$ cat src/rtl/ysyx_22041405_if_id_buf.sv
// IF/ID pipeline register built as a two-entry skid buffer.
// The main entry drives decode. The skid entry takes one extra beat while
// decode stalls, which lets in_ready come straight from a flop.
module ysyx_22041405_if_id_buf #(
    parameter int WIDTH = 32
) (
    input  logic             clk,
    input  logic             rst,
    input  logic             in_valid,
    output logic             in_ready,
    input  logic [WIDTH-1:0] in_pc,
    input  logic [WIDTH-1:0] in_instr,
    output logic             out_valid,
    input  logic             out_ready,
    output logic [WIDTH-1:0] out_pc,
    output logic [WIDTH-1:0] out_instr,
    input  logic             flush,
    output logic [1:0]       occupancy,
    output logic [31:0]      stall_cnt
);

    // The encoding equals the number of entries held, so occupancy is the state itself.
    typedef enum logic [1:0] {
        EMPTY = 2'd0,
        ONE   = 2'd1,
        FULL  = 2'd2
    } state_t;

    state_t           state_q, state_n;
    logic             in_ready_n;
    logic             accept, pop;
    logic             load_main, load_skid, main_from_skid;
    logic [WIDTH-1:0] skid_pc, skid_instr;

    assign out_valid = (state_q != EMPTY);
    assign occupancy = state_q;
    assign accept    = in_valid && in_ready;
    assign pop       = out_valid && out_ready;

    // Next-state and load-enable decode. Flush overrides every other case.
    always_comb begin
        // NOTE: every output of this block gets a default first, so no path leaves one unassigned and no latch is inferred.
        state_n        = state_q;
        load_main      = 1'b0;
        load_skid      = 1'b0;
        main_from_skid = 1'b0;
        if (flush) begin
            state_n = EMPTY;
        end else begin
            case (state_q)
                EMPTY: begin
                    if (accept) begin
                        state_n   = ONE;
                        load_main = 1'b1;
                    end
                end
                ONE: begin
                    if (accept && pop) begin
                        load_main = 1'b1;
                    end else if (accept) begin
                        state_n   = FULL;
                        load_skid = 1'b1;
                    end else if (pop) begin
                        state_n = EMPTY;
                    end
                end
                FULL: begin
                    if (pop) begin
                        state_n        = ONE;
                        load_main      = 1'b1;
                        main_from_skid = 1'b1;
                    end
                end
                default: state_n = EMPTY;
            endcase
        end
        in_ready_n = (state_n != FULL);
    end

    // State and in_ready registers. in_ready is registered, so no input reaches it combinationally.
    always_ff @(posedge clk or negedge rst) begin
        // NOTE: sequential state uses non-blocking assignments, so every flop samples values from before the edge.
        if (!rst) begin
            state_q  <= EMPTY;
            in_ready <= 1'b1;
        end else begin
            state_q  <= state_n;
            in_ready <= in_ready_n;
        end
    end

    // Main entry. It always holds the oldest instruction and loads only on its load condition.
    always_ff @(posedge clk or negedge rst) begin
        // NOTE: the data registers are reset too, so out_pc/out_instr read zero after reset instead of X.
        if (!rst) begin
            out_pc    <= '0;
            out_instr <= '0;
        end else if (load_main) begin
            out_pc    <= main_from_skid ? skid_pc    : in_pc;
            out_instr <= main_from_skid ? skid_instr : in_instr;
        end
    end

    // Skid entry. It catches the beat accepted while decode stalls with the main entry full.
    always_ff @(posedge clk or negedge rst) begin
        if (!rst) begin
            skid_pc    <= '0;
            skid_instr <= '0;
        end else if (load_skid) begin
            skid_pc    <= in_pc;
            skid_instr <= in_instr;
        end
    end

    // Saturating decode-stall counter. Flush does not clear it; only reset does.
    always_ff @(posedge clk or negedge rst) begin
        if (!rst) begin
            stall_cnt <= '0;
        end else if (out_valid && !out_ready && (stall_cnt != 32'hFFFF_FFFF)) begin
            stall_cnt <= stall_cnt + 32'd1;
        end
    end

endmodule

$ cat config.mk
export PLATFORM = sky130hd
export DESIGN_NAME = ysyx_22041405_if_id_buf
export DESIGN_NICKNAME = d
export VERILOG_FILES = /design/src/rtl/ysyx_22041405_if_id_buf.sv
export SDC_FILE = /design/constraint.sdc
export NUM_CORES = 1
export LEC_CHECK = 0
export CORE_MARGIN = 10
export CORE_UTILIZATION = 35
export CTS_CLUSTER_DIAMETER = 150
export DETAILED_ROUTE_END_ITERATION = 8
export SLEW_MARGIN = 20
export SYNTH_ARGS = -nofsm -noshare
export SYNTH_HDL_FRONTEND = slang
export SYNTH_SLANG_ARGS = --single-unit
$ cat constraint.sdc
create_clock -name clk -period 2.9 [get_ports clk]
set_input_delay 0.58 -clock clk [delete_from_list [all_inputs] [get_ports clk]]
set_output_delay 0.58 -clock clk [all_outputs]
set_load 0.02 [all_outputs]
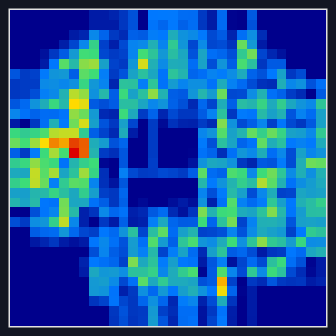
**Above:** run 1 (wire density map).
The die is cut into 32 by 32 equal tiles; dark blue is low, red is high, scaled to the fullest tile. Values are wire area over tile area, all layers added.
The densest ninth of the die: west. 23% of the tiles are nearly empty. The emptiest ninth of the die: south-west. The mean over all tiles is 0.11. 7.7% of the tiles are over half the peak. The fullest tile reaches 0.49.

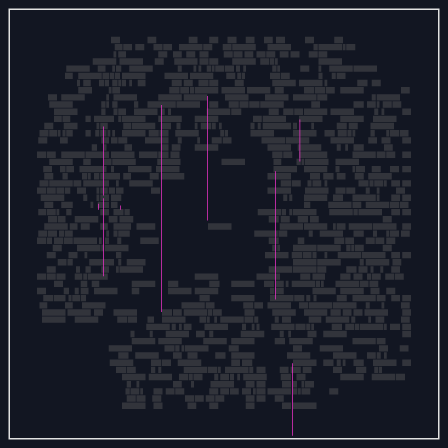
**Above:** run 1 (the metal 4 layer).
Cells faint in the background.
The wires run mostly vertical. The layer holds 1.6% of the routed length. The layer carries 275 um of wire.

==> Table 3: Implementation characteristics, run 1 <==
Table: implementation figures

Parameter                              Value

Synth
  Yosys Instances    577
  Fraction of the mapped netlist area in compound gates    5.54%
  Post-synthesis sequential area ratio    57.5%
  Average instance area after synthesis    12.3 sq um
  Synth Net Count    647
  Yosys synthesis chip area    7090 sq um
  Yosys warning tally    0
  Count of distinct cell types in the synthesized netlist    45
  Leading area contributor after synthesis    dfrtp_1
  Share of synthesized registers carrying an async set or reset    100%
  Leading cell types by total area after synthesis    dfrtp_1, mux2i_1, mux2_2
  Share of the synthesized area in the top cell type    57.2%
  Number of flops mapped to enable cells by yosys    0
  Synthesized instance count    577
  Mux contribution to synthesized area    19.5%
  Top logic cell family in the synthesized netlist    multiplexers
  Main synth FF type    dfrtp_1
  Adder-Cell Fraction of Synth Area    0.176%
  Synthesis-stage register bit count    163
  Fraction of the mapped netlist area in simple logic gates    10.8%
  XOR/XNOR Area Share    3.83%

STA
  Clock period minus final worst setup slack    2.38 ns
  Least-Margin Pin Slew    0.585 ns
  Final setup violation count    0
  Final hold slack    0.128 ns
  Final worst slack    0.522 ns
  Maximum operating frequency    421 MHz
  Number of max-slew violations in the final report    0

Pwr
  Switching power total    1.92 mW
  Pint    4.92 mW
  Worst supply voltage drop on vdd    0.000444 V
  Sw frac    28.1%
  Overall power consumption    6.85 mW
  Proportion of power drawn by combinational gates    21.1%
  Part of the total power dissipated in the clock network    34.4%

Drt
  Number of detailed-route iterations in the first pass    4
  Tally of nets with antenna violations remaining after routing    0
  Routed len/inst    17.3 um
  DRC Markers    0

Placed design
  Dpl hpwl    12400 um
  RD Place Congestion    0.782

Critical path
  Worst path bufs/invs    1
  CP max FO    10
  Crit-path leading delay family    buffers and inverters
  Critical setup path kind    reg -> out
  Startpoint type of the worst setup path    register
  Worst-path cell with the longest stage delay    clkdlybuf4s50_1
  Kind of end point of the critical path    output pin
  Reg2Reg Launch Point    stall_cnt[0]$_DFFE_PN0P_
  Endpoint required time on the critical path    2.32 ns
  Critical path's largest stage delay    0.55 ns
  Critical path data arrival time    1.80 ns

Final layout
  Total number of nets in the final design    809
  Fin cells    1023
  Most used logic cell in the final layout    clkdlybuf4s50_1
  Layout-stage area growth over the synthesis result    36.8%
  Finished Cell Area    9700 sq um

Clock tree
  Post-CTS Setup Inserts    0
  Maximum level of the CTS H-tree    4
  Number of buffers added to fix hold violations after cts    0
  Skew-Pair Late Insertion Delay    0.42 ns
  Root buffer cell    clkbuf_16
  # resized after CTS    0
  Clock tree from TritonCTS    yes
  Clock transition at path regs    0.07 ns

Outcome
  Result of the run    finished clean

GRT
  Initial antenna violation count    2
  First-pass GRT wire length    28900 um

Run
  Max-Cap Viols    0
  Tool warnings    29

Floorplan
  Floorplan die area    26400 sq um
  Width of the die    162 um
  Vert. Die Dim    162 um

Worst hold path
  Worst hold-check path type    in -> async
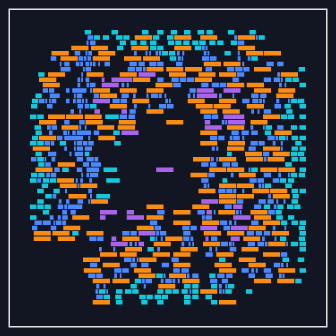
**Above:** run 1 (placement by cell class).
remaining buffers and delay cells: shown in cyan, cells 176, share of their area 19%. clock drivers and dummy loads: shown in purple, cells 32, share of their area 6.7%. registers: shown in orange, cells 163, share of their area 44%. remaining logic cells: shown in blue, cells 381, share of their area 31%.
floorplan core area: 20100 sq um
core utilization of the finished layout: 48.3%
sequential fraction of total cell area: 42.1%

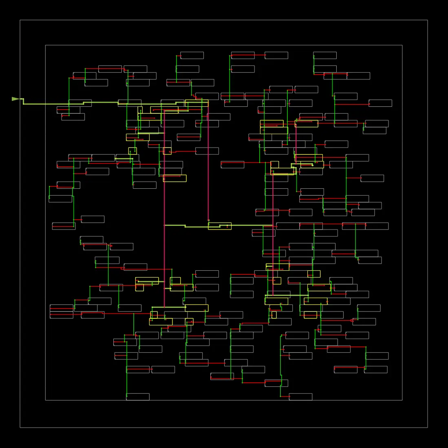
**Above:** run 1 (clock nets).
clock sink total: 163
clock network power consumption: 2.36 mW
number of clock-tree buffers in the layout: 19

==> run 1: kinds of logic after synthesis <==
family | Yosys count
xor+xnor | 31
fa+ha+maj | 1
simple gates | 145
flops | 163
compound gates | 70
mux | 130
buf+inv | 37
==> run 1: cell usage after synthesis, types with 4 or more instances <==
cell	number
nand4_1	15
mux2_2	51
nand3_1	7
inv_1	4
nor3b_1	5
dfrtp_1	162
o21ai_0	40
nand2_1	77
xnor2_1	17
nor3_1	6
o21ai_1	24
clkbuf_1	7
buf_4	5
buf_1	4
mux2i_1	65
nor2_1	13
xor2_1	14
mux2_1	14
buf_2	16
==> run 1: worst paths after layout <==
kind                                             endpoint  slack [ns]  depth (start not counted)
worst max-delay path                            out_valid        0.52                          2
worst min-delay path            out_instr[17]$_DFFE_PN0P_        0.13                          1
worst max register to register  stall_cnt[19]$_DFFE_PN0P_        0.85                          6
worst min register to register     out_pc[10]$_DFFE_PN0P_        0.48                          2
max in group asynchronous       out_instr[23]$_DFFE_PN0P_        1.98                          2
min in group clk                   out_pc[10]$_DFFE_PN0P_        0.48                          2
==> run 1: power groups by stage <==
stage	Clock (mW)	Combinational [mW]	Sequential [mW]
after floorplan	0	0.515	3.27
after detailed placement	0	1.47	3.10
final	2.36	1.44	3.05
after CTS	2.43	1.47	3.06
after global placement	0	1.43	3.07
after global routing	2.50	1.57	3.11
==> run 1: cell type report <==
type | count | area, sq um
Clock inverter | 13 | 171
Tap cell | 270 | 338
Clock buffer | 19 | 453
Inverter | 4 | 15.0
Sequential cell | 163 | 4080
Timing Repair Buffer | 176 | 1790
Fill cell | 1807 | 10400
Multi-Input combinational cell | 377 | 2850
Antenna cell | 1 | 2.50
==> run 1: layer usage <==
layer	part of all wire [%]	track usage (%)
met1	45	17.2
met2	46	21.3
met3	7.3	4.65
met4	1.5	4.67
met5	0.045	0
**Run 1: clock wires, drivers and flops**

Scale bar: 50 um.
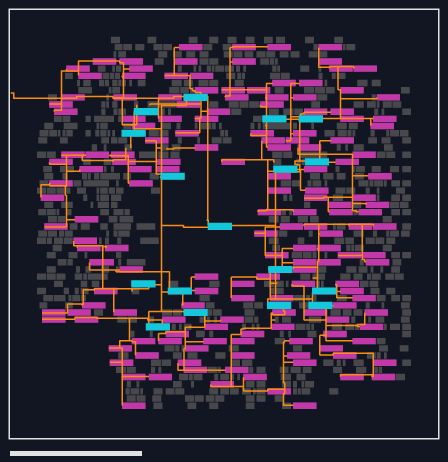

==> run 2: changes to the inputs <==
Clock period 2.9 ns to 1.95 ns, I/O delays scaled along.
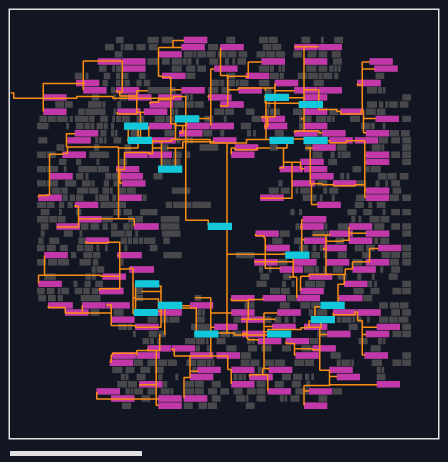
**Above:** run 2 (clock wires, drivers and flops).
Scale bar: 50 um.
clock-net drivers: shown in cyan, count 17. clock wires: shown in orange, length 2110 um. flip-flops: shown in magenta, count 163.
There are 18 routed clock nets. Position of the flops: all over the die.

==> Table 3: Implementation characteristics, run 2 <==
Table: implementation figures

Parameter                              Value

Drt
  Met1 wire length    7930 um (about the same)
  Highest metal layer with signal wires    met4
  Number of vias in the routed layout    5032
  Number of detailed-route iterations in the first pass    4 (unchanged)
  Detailed route wirelength on metal3    1310 um (+1.9%)
  Routed len/inst    17.1 um (-1.1%)
  Met2 routed wirelength    8400 um (+2.5%)
  Tally of nets with antenna violations remaining after routing    0 (unchanged)
  DRC Markers    0 (unchanged)

Run
  Max-Cap Viols    0 (unchanged)
  Tool warnings    27 (-6.9%)

STA
  Number of max-slew violations in the final report    0 (unchanged)
  Maximum operating frequency    531 MHz
  Number of endpoints with negative hold slack in the final report    0
  Post-route setup TNS    0 ns
  Least-Margin Pin Slew    0.504 ns (-0.0807 ns)
  Final setup violation count    0 (unchanged)
  Clock period minus final worst setup slack    1.88 ns
  Final worst slack    0.0684 ns (-0.454 ns)

Synth
  Number of flops mapped to enable cells by yosys    0 (unchanged)
  Share of synthesized registers carrying an async set or reset    100% (unchanged)
  Main synth FF type    dfrtp_1
  Synthesis-stage register bit count    163 (unchanged)
  Share of the synthesized area in the top cell type    57.2% (unchanged)
  Synth Net Count    647 (unchanged)
  Leading cell types by total area after synthesis    dfrtp_1, mux2i_1, mux2_2
  Top-count cell post-synth    dfrtp_1
  Post-synthesis sequential area ratio    57.5% (unchanged)
  Synthesized instance count    577 (unchanged)
  Average instance area after synthesis    12.3 sq um (unchanged)
  Count of distinct cell types in the synthesized netlist    45 (unchanged)
  Most common library cells after synthesis    dfrtp_1, nand2_1, mux2i_1
  Yosys Instances    577 (unchanged)
  Yosys synthesis chip area    7090 sq um (unchanged)
  Leading area contributor after synthesis    dfrtp_1
  Yosys warning tally    0 (unchanged)

Critical path
  Startpoint type of the worst setup path    register
  Worst-path cell with the longest stage delay    clkdlybuf4s50_1
  Setup slack of the worst register-to-register path    0.07 ns (-0.78 ns)
  Worst path bufs/invs    1 (unchanged)
  Timing endpoint of the critical path    stall_cnt[11]
  Reg-to-reg endpoint    stall_cnt[26]$_DFFE_PN0P_
  Critical path data arrival time    1.49 ns (-0.31 ns)
  Critical path's largest stage delay    0.64 ns (+0.09 ns)
  Kind of end point of the critical path    output pin
  Critical setup path kind    reg -> out
  Crit-path leading delay family    buffers and inverters
  CP max FO    4 (-6)
  R2R cell count    6 (unchanged)
  Number of logic stages on the critical path including buffering    1 (-1)
  Endpoint required time on the critical path    1.56 ns (-0.76 ns)
  Reg2Reg Launch Point    stall_cnt[0]$_DFFE_PN0P_

Pwr
  Leakage power figure    4.34 nW
  Part of the total power dissipated in the clock network    32.2% (-2.2 points)
  Pwr dens    1000 nW/um^2
  Switching power total    2.89 mW (+50%)
  Clock network power consumption    3.21 mW (+36%)
  Part of the total power dissipated in sequential elements    45.2%
  Proportion of power drawn by combinational gates    22.6% (+1.5 points)
  Power group with the highest consumption    registers
  Worst supply voltage drop on vdd    0.000634 V (+43%)
  Pint    7.08 mW (+44%)
  Sw frac    29.0% (+0.91 points)
  Seq group    4.51 mW (+48%)
  Combinational gate power    2.26 mW (+57%)

Floorplan
  # IOs    169
  Floorplan die area    26400 sq um (unchanged)
  Floorplan core area    20100 sq um (unchanged)
  Width of the die    162 um (unchanged)
  Vert. Die Dim    162 um (unchanged)

Clock tree
  Root buffer cell    clkbuf_16
  Clock sink total    163 (unchanged)
  Post-CTS Setup Inserts    0 (unchanged)
  Maximum level of the CTS H-tree    4 (unchanged)
  Skew-Pair Late Insertion Delay    0.42 ns (about the same)
  Clock tree from TritonCTS    yes
  Clock transition at path regs    0.07 ns (about the same)

Placed design
  Dpl hpwl    13000 um (+5.4%)
  RD Place Congestion    0.794 (+1.5%)
  Port buffer count    168

Outcome
  Result of the run    finished clean

Worst hold path
  Hold Crit Depth    2
  Worst hold-check path type    reg -> reg
  End of the worst hold path    out_instr[15]$_DFFE_PN0P_

Final layout
  Fin cells    1047 (+2.3%)
  Total number of nets in the final design    833 (+3.0%)
  Layout-stage area growth over the synthesis result    40.1%

GRT
  Initial antenna violation count    1 (-1)
  Sum of overflow across all layers after global routing    0
  First-pass GRT wire length    28800 um (-0.41%)
==> run 2: cell count changes in the layout (fill, tap and decap cells not counted), moves of 7 or more <==
cell	delta
clkdlybuf4s50_1	-19
buf_4	+16
dlymetal6s2s_1	+11
buf_12	+7
dlygate4sd2_1	+7
==> run 2: cell type report <==
type,instances,area [sq um],area share (%)
repair buffers,200,2080,20.9
diodes,1,2.50,0.0252
flip-flops and latches,163,4090,41.1
well taps,270,338,3.40
clock inverters,13,125,1.26
inverters,4,15.0,0.151
multi-input cells,377,2850,28.7
clock buffers,19,443,4.46
==> run 2: metal layers <==
metal / up-vias / track usage, %
li1: 2397 / -
met1: 2495 / 16.4
met2: 122 / 22.1
met3: 18 / 5.61
met4: 0 / 4.26
met5: - / 0
==> run 2: cells by family (layout without fill, tap and decap cells) <==
group,after synthesis,count (layout),share of synthesized area [%]
adder cells (fa/ha/maj),1,1,0.176
AND-OR/OR-AND,70,70,5.54
flip-flops,163,163,57.5
AND/OR/NAND/NOR,145,145,10.8
other,0,1,0
multiplexers,130,130,19.5
XOR/XNOR,31,31,3.83
buffers and inverters,37,236,2.61
==> run 2: stage by stage <==
| step | utilization (%) | cell area, sq um | total power, mW | hold slack (ns) |
|---|---|---|---|---|
| after floorplan | - | 7090 | 5.63 | 0.0944 |
| after global placement | 46.4 | 9330 | 6.79 | 0.378 |
| after detailed placement | 46.4 | 9330 | 6.90 | 0.382 |
| after CTS | 49.3 | 9900 | 10.2 | 0.484 |
| after global routing | 49.4 | 9930 | 10.5 | 0.504 |
| final | 49.4 | 9930 | 9.98 | 0.481 |
==> run 2: timing repair <==
item | CTS | global route
setup endpoints to repair | 8 | 57
endpoints found under the hold margin | 45 | 0
resized | 10 | 15
pin swaps | 0 | 1
hold buffers | 1 | 0
Power is estimated from default activity; no workload was simulated.
